==> src/rtl/imem_dmem_arbiter.sv <==
// rtl/imem_dmem_arbiter.sv - fetch/data arbiter for the shared unified memory port
// One transaction in flight; data wins conflicts until fetch has lost STARVE_MAX in a row.
module imem_dmem_arbiter #(
  parameter int AWIDTH     = 32,
  parameter int DWIDTH     = 32,
  parameter int STARVE_MAX = 4
) (
  input  logic                clk,
  input  logic                rst,
  input  logic                if_req_i,
  input  logic [AWIDTH-1:0]   if_addr_i,
  input  logic                if_flush_i,
  output logic                if_gnt_o,
  output logic                if_rvalid_o,
  output logic [DWIDTH-1:0]   if_rdata_o,
  input  logic                d_req_i,
  input  logic                d_we_i,
  input  logic [AWIDTH-1:0]   d_addr_i,
  input  logic [DWIDTH-1:0]   d_wdata_i,
  input  logic [DWIDTH/8-1:0] d_be_i,
  output logic                d_gnt_o,
  output logic                d_rvalid_o,
  output logic [DWIDTH-1:0]   d_rdata_o,
  output logic                mem_req_o,
  output logic                mem_we_o,
  output logic [AWIDTH-1:0]   mem_addr_o,
  output logic [DWIDTH-1:0]   mem_wdata_o,
  output logic [DWIDTH/8-1:0] mem_be_o,
  input  logic                mem_ready_i,
  input  logic                mem_rvalid_i,
  input  logic [DWIDTH-1:0]   mem_rdata_i,
  output logic                busy_o,
  output logic                err_o
);

  localparam int BW = DWIDTH / 8;
  localparam int CW = (STARVE_MAX < 1) ? 1 : $clog2(STARVE_MAX + 1);
  localparam logic [CW-1:0] STARVE_LIM = CW'(STARVE_MAX);

  localparam logic [1:0] IDLE = 2'd0;
  localparam logic [1:0] REQ  = 2'd1;
  localparam logic [1:0] WAIT = 2'd2;

  localparam logic OWN_F = 1'b0;
  localparam logic OWN_D = 1'b1;

  logic [1:0]        state;
  logic              owner;
  logic              drop;
  logic [CW-1:0]     starve_cnt;
  logic [AWIDTH-1:0] addr_q;
  logic              we_q;
  logic [DWIDTH-1:0] wdata_q;
  logic [BW-1:0]     be_q;

  logic rsp_cycle;
  logic arb_en;
  logic f_req;
  logic conflict;
  logic pick_d;
  logic pick_f;
  logic f_cancel;

  assign rsp_cycle = (state == WAIT) && mem_rvalid_i;
  assign arb_en    = (state == IDLE) || rsp_cycle;
  // A redirected fetch is invisible to arbitration in the same cycle.
  assign f_req     = if_req_i && !if_flush_i;
  assign conflict  = f_req && d_req_i;
  assign pick_d    = arb_en && d_req_i && !(f_req && (starve_cnt == STARVE_LIM));
  assign pick_f    = arb_en && f_req && !pick_d;
  assign f_cancel  = (owner == OWN_F) && if_flush_i;

  assign mem_req_o   = (state == REQ);
  assign mem_we_o    = we_q;
  assign mem_addr_o  = addr_q;
  assign mem_wdata_o = wdata_q;
  assign mem_be_o    = be_q;

  assign if_gnt_o    = (state == REQ) && (owner == OWN_F) && mem_ready_i && !if_flush_i;
  assign d_gnt_o     = (state == REQ) && (owner == OWN_D) && mem_ready_i;
  assign if_rvalid_o = rsp_cycle && (owner == OWN_F) && !drop && !if_flush_i;
  assign d_rvalid_o  = rsp_cycle && (owner == OWN_D);
  assign if_rdata_o  = if_rvalid_o ? mem_rdata_i : '0;
  assign d_rdata_o   = d_rvalid_o ? mem_rdata_i : '0;
  assign busy_o      = (state != IDLE);

  always_ff @(posedge clk or posedge rst) begin
    if (rst) begin
      state      <= IDLE;
      owner      <= OWN_F;
      drop       <= 1'b0;
      starve_cnt <= '0;
      addr_q     <= '0;
      we_q       <= 1'b0;
      wdata_q    <= '0;
      be_q       <= '0;
      err_o      <= 1'b0;
    end else begin
      case (state)
        IDLE: begin
          if (pick_d || pick_f) state <= REQ;
        end
        REQ: begin
          if (mem_ready_i) begin
            state <= WAIT;
            if (f_cancel) drop <= 1'b1;
          end else if (f_cancel) begin
            state <= IDLE;
          end
        end
        WAIT: begin
          if (f_cancel) drop <= 1'b1;
          if (mem_rvalid_i) begin
            drop  <= 1'b0;
            state <= (pick_d || pick_f) ? REQ : IDLE;
          end
        end
        default: state <= IDLE;
      endcase

      if (pick_d) begin
        owner   <= OWN_D;
        addr_q  <= d_addr_i;
        we_q    <= d_we_i;
        wdata_q <= d_wdata_i;
        be_q    <= d_we_i ? d_be_i : '1;
        if (conflict) starve_cnt <= starve_cnt + CW'(1);
      end else if (pick_f) begin
        owner      <= OWN_F;
        addr_q     <= if_addr_i;
        we_q       <= 1'b0;
        wdata_q    <= '0;
        be_q       <= '1;
        starve_cnt <= '0;
      end

      if (mem_rvalid_i && (state != WAIT)) err_o <= 1'b1;
    end
  end

endmodule

==> config.mk <==
export PLATFORM = sky130hd
export DESIGN_NAME = imem_dmem_arbiter
export DESIGN_NICKNAME = d
export VERILOG_FILES = /design/src/rtl/imem_dmem_arbiter.sv
export SDC_FILE = /design/constraint.sdc
export NUM_CORES = 1
export LEC_CHECK = 0
export ABC_CLOCK_PERIOD_IN_PS = 2300
export CELL_PAD_IN_SITES_DETAIL_PLACEMENT = 1
export CELL_PAD_IN_SITES_GLOBAL_PLACEMENT = 1
export CORE_AREA = 2 2 134 136
export CTS_CLUSTER_DIAMETER = 200
export DETAILED_ROUTE_END_ITERATION = 10
export DIE_AREA = 0 0 136 138
export GPL_ROUTABILITY_DRIVEN = 1
export PLACE_DENSITY = 0.86
export SLEW_MARGIN = 15
export SYNTH_ARGS = -nofsm -noshare
export SYNTH_HDL_FRONTEND = slang
export SYNTH_SLANG_ARGS = --single-unit
==> constraint.sdc <==
create_clock -name clk -period 2.3 [get_ports clk]
set_input_delay 0.46 -clock clk [delete_from_list [all_inputs] [get_ports clk]]
set_output_delay 0.46 -clock clk [all_outputs]
set_load 0.02 [all_outputs]
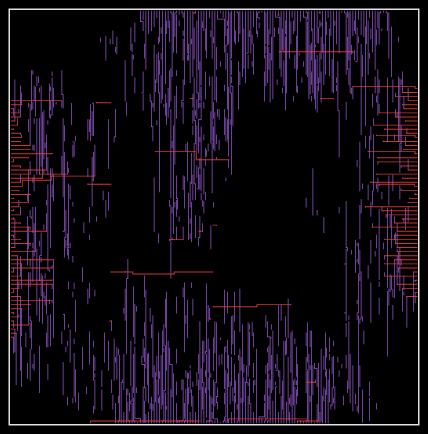
**Above:** signal wires by layer.
Drawn at 3 px/micron. Two of the layers only.
Key: M2 = purple [wire length 7,400 microns]; M3 = red [wire length 947 microns]
Detailed Route WL: 14.7 mm
Total GRT Usage: 16.0%
Vias: 3,820
WL/cell: 16.9 microns

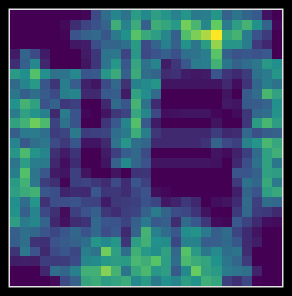
**Above:** wiring heat map.
Drawn at 2 px/micron. 27 x 28 tiles, from dark purple (low) to yellow (high), scaled to the fullest tile. Values are wire area over tile area, all layers added.
The mean over all tiles is 0.12. 16% of the tiles are nearly empty. The fullest tile reaches 0.46. 18% of the tiles are over half the peak.

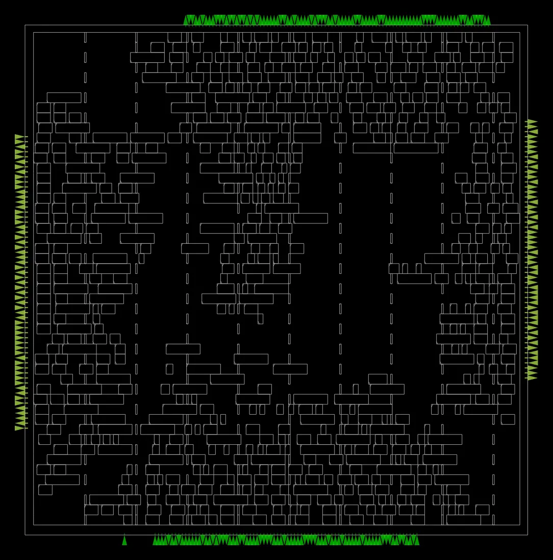
**Above:** cell placement.
final core utilization: 39.9%
Core Region: 0.0175 sq mm
Seq cells: 77
Seq/total area: 27.5%
tap cells: 229

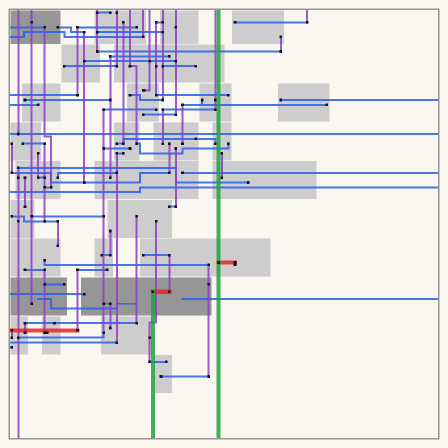
**Above:** layout detail.
Region (53, 54) to (83, 84) microns. Cells in grey, sequential cells in the stronger grey; small squares are vias.
Key: M3 = red; M4 = green; M2 = purple; M1 = blue
Netlist names of flops here include `starve_cnt` (1). 26 logic cells have their middle in the window. Most frequent: inv_1 (3), buf_4 (3). Sequential cells in the window: 1.

[flip-flops by register name, indices dropped and copies added (netlist names)]
register and count:
err_o 1, state 2, mem_be_o 4, mem_addr_o 32, mem_wdata_o 32, starve_cnt 3, owner 1, drop 1
mem_we_o 1
[cells in the mapped netlist]
cell type | n | area share (%)
buf_6 | 4 | 1.3
nand4b_1 | 1 | 0.25
mux2i_1 | 1 | 0.28
a21oi_1 | 2 | 0.28
o21ai_1 | 7 | 0.98
o22a_1 | 4 | 0.98
nand2b_1 | 3 | 0.53
dfrtp_1 | 77 | 54
nand3b_1 | 1 | 0.21
o22ai_1 | 34 | 6.0
nor4_2 | 1 | 0.35
a22o_1 | 32 | 7.9
clkbuf_1 | 12 | 1.3
o211ai_2 | 1 | 0.35
or2_2 | 1 | 0.18
nor2b_1 | 2 | 0.35
o21ai_0 | 28 | 3.9
o211a_1 | 1 | 0.28
o2bb2ai_1 | 1 | 0.25
a21o_1 | 2 | 0.42
o21a_1 | 1 | 0.21
buf_2 | 7 | 0.98
and4_1 | 1 | 0.25
nor2_1 | 4 | 0.42
and2_1 | 64 | 11
nand2_1 | 40 | 4.2
buf_1 | 1 | 0.11
buf_4 | 3 | 0.63
inv_1 | 5 | 0.53
ha_1 | 2 | 0.70
nand3_1 | 1 | 0.14
nor3_1 | 1 | 0.14
and3_1 | 3 | 0.53
[per-stage QoR]
step           setup slack [ps]  instances  setup TNS [ps]  instance area, sq um
3_5_place_dp               -527        848          -29450                  6720
5_1_grt                   -17.1        869            -113                  7000
3_3_place_gp               -456        848          -26840                  6720
2_1_floorplan               386        348               0                  3570
4_1_cts                   -55.1        870           -65.8                  7010
6_report                   74.3        869               0                  7000
[layer usage]
layer | vias to the layer above | wire length (microns)
li1 | 1806 | -
met1 | 1855 | 6050
met2 | 139 | 7400
met3 | 20 | 946
met4 | 0 | 300
met5 | - | 0
[power breakdown]
| group | switching (mW) | leakage [nW] | internal, mW | total [mW] |
|---|---|---|---|---|
| Combinational | 2.07 | 2.11 | 1.96 | 4.03 |
| Sequential | 0.403 | 0.949 | 2.01 | 2.42 |
| Clock | 0.555 | 0.135 | 0.784 | 1.34 |
| Total | 3.02 | 3.19 | 4.76 | 7.78 |
[worst paths after layout]
kind | depth (start not counted) | endpoint
max | 7 | if_rdata_o[15]
min | 1 | err_o$_DFFE_PP0P_
max reg2reg | 7 | mem_addr_o[9]$_DFFE_PP0P_
min reg2reg | 1 | err_o$_DFFE_PP0P_
max in group asynchronous | 3 | mem_addr_o[13]$_DFFE_PP0P_
min in group asynchronous | 3 | mem_wdata_o[26]$_DFFE_PP0P_
[what timing repair did]
| item | CTS | global route |
|---|---|---|
| setup endpoints to repair | 68 | 36 |
| cloned | 3 | 0 |
| resized | 204 | 7 |
| pin swaps | 3 | 1 |
| setup buffers | 4 | 0 |
[logic make-up (layout without fill, tap and decap cells)]
group,count (synthesis),in the layout
AND-OR/OR-AND,113,113
AND/OR/NAND/NOR,123,123
flip-flops,77,77
multiplexers,1,1
buffers and inverters,32,324
adder cells (fa/ha/maj),2,2
==> results.sh <==
# flow metrics
export IMPL_die_w_microns=136
export IMPL_cts_tree="built"
export IMPL_root_buffer="clkbuf_16"
export IMPL_first_pass_iters=4
export IMPL_fin_skew_ps=8.64
export IMPL_antenna_found_initial=0
export IMPL_num_io_pins=280
export IMPL_regToRegStartpoint="state[0]$_DFFE_PP0P_"
export IMPL_grt_util_met2_pct=27.7
export IMPL_chipArea_sq_mm=0.0188
export IMPL_largest_class="buffers"
export IMPL_rsz0062_at_grt="yes"
export IMPL_cp_end_kind="output pin"
export IMPL_layout_drive_gt1_share_pct=14.1
export IMPL_synthCells=348
export IMPL_grt_pass1_wl_mm=23.3
export IMPL_status="finished clean"
export IMPL_place_gp_congestion=0.789
export IMPL_holdBufCountCts=0
export IMPL_hold_class="reg -> reg"
export IMPL_p_per_area_mw_per_mm2=1110
export IMPL_grtUsageMet3_pct=3.92
export IMPL_combGateArea_sq_mm=0.00153
export IMPL_logic_gates=239
export IMPL_post_route_drc_count=0
export IMPL_path_max_fanout=8
export IMPL_simple_gate_area_share_pct=18.8
Power and IR drop assume default switching activity.
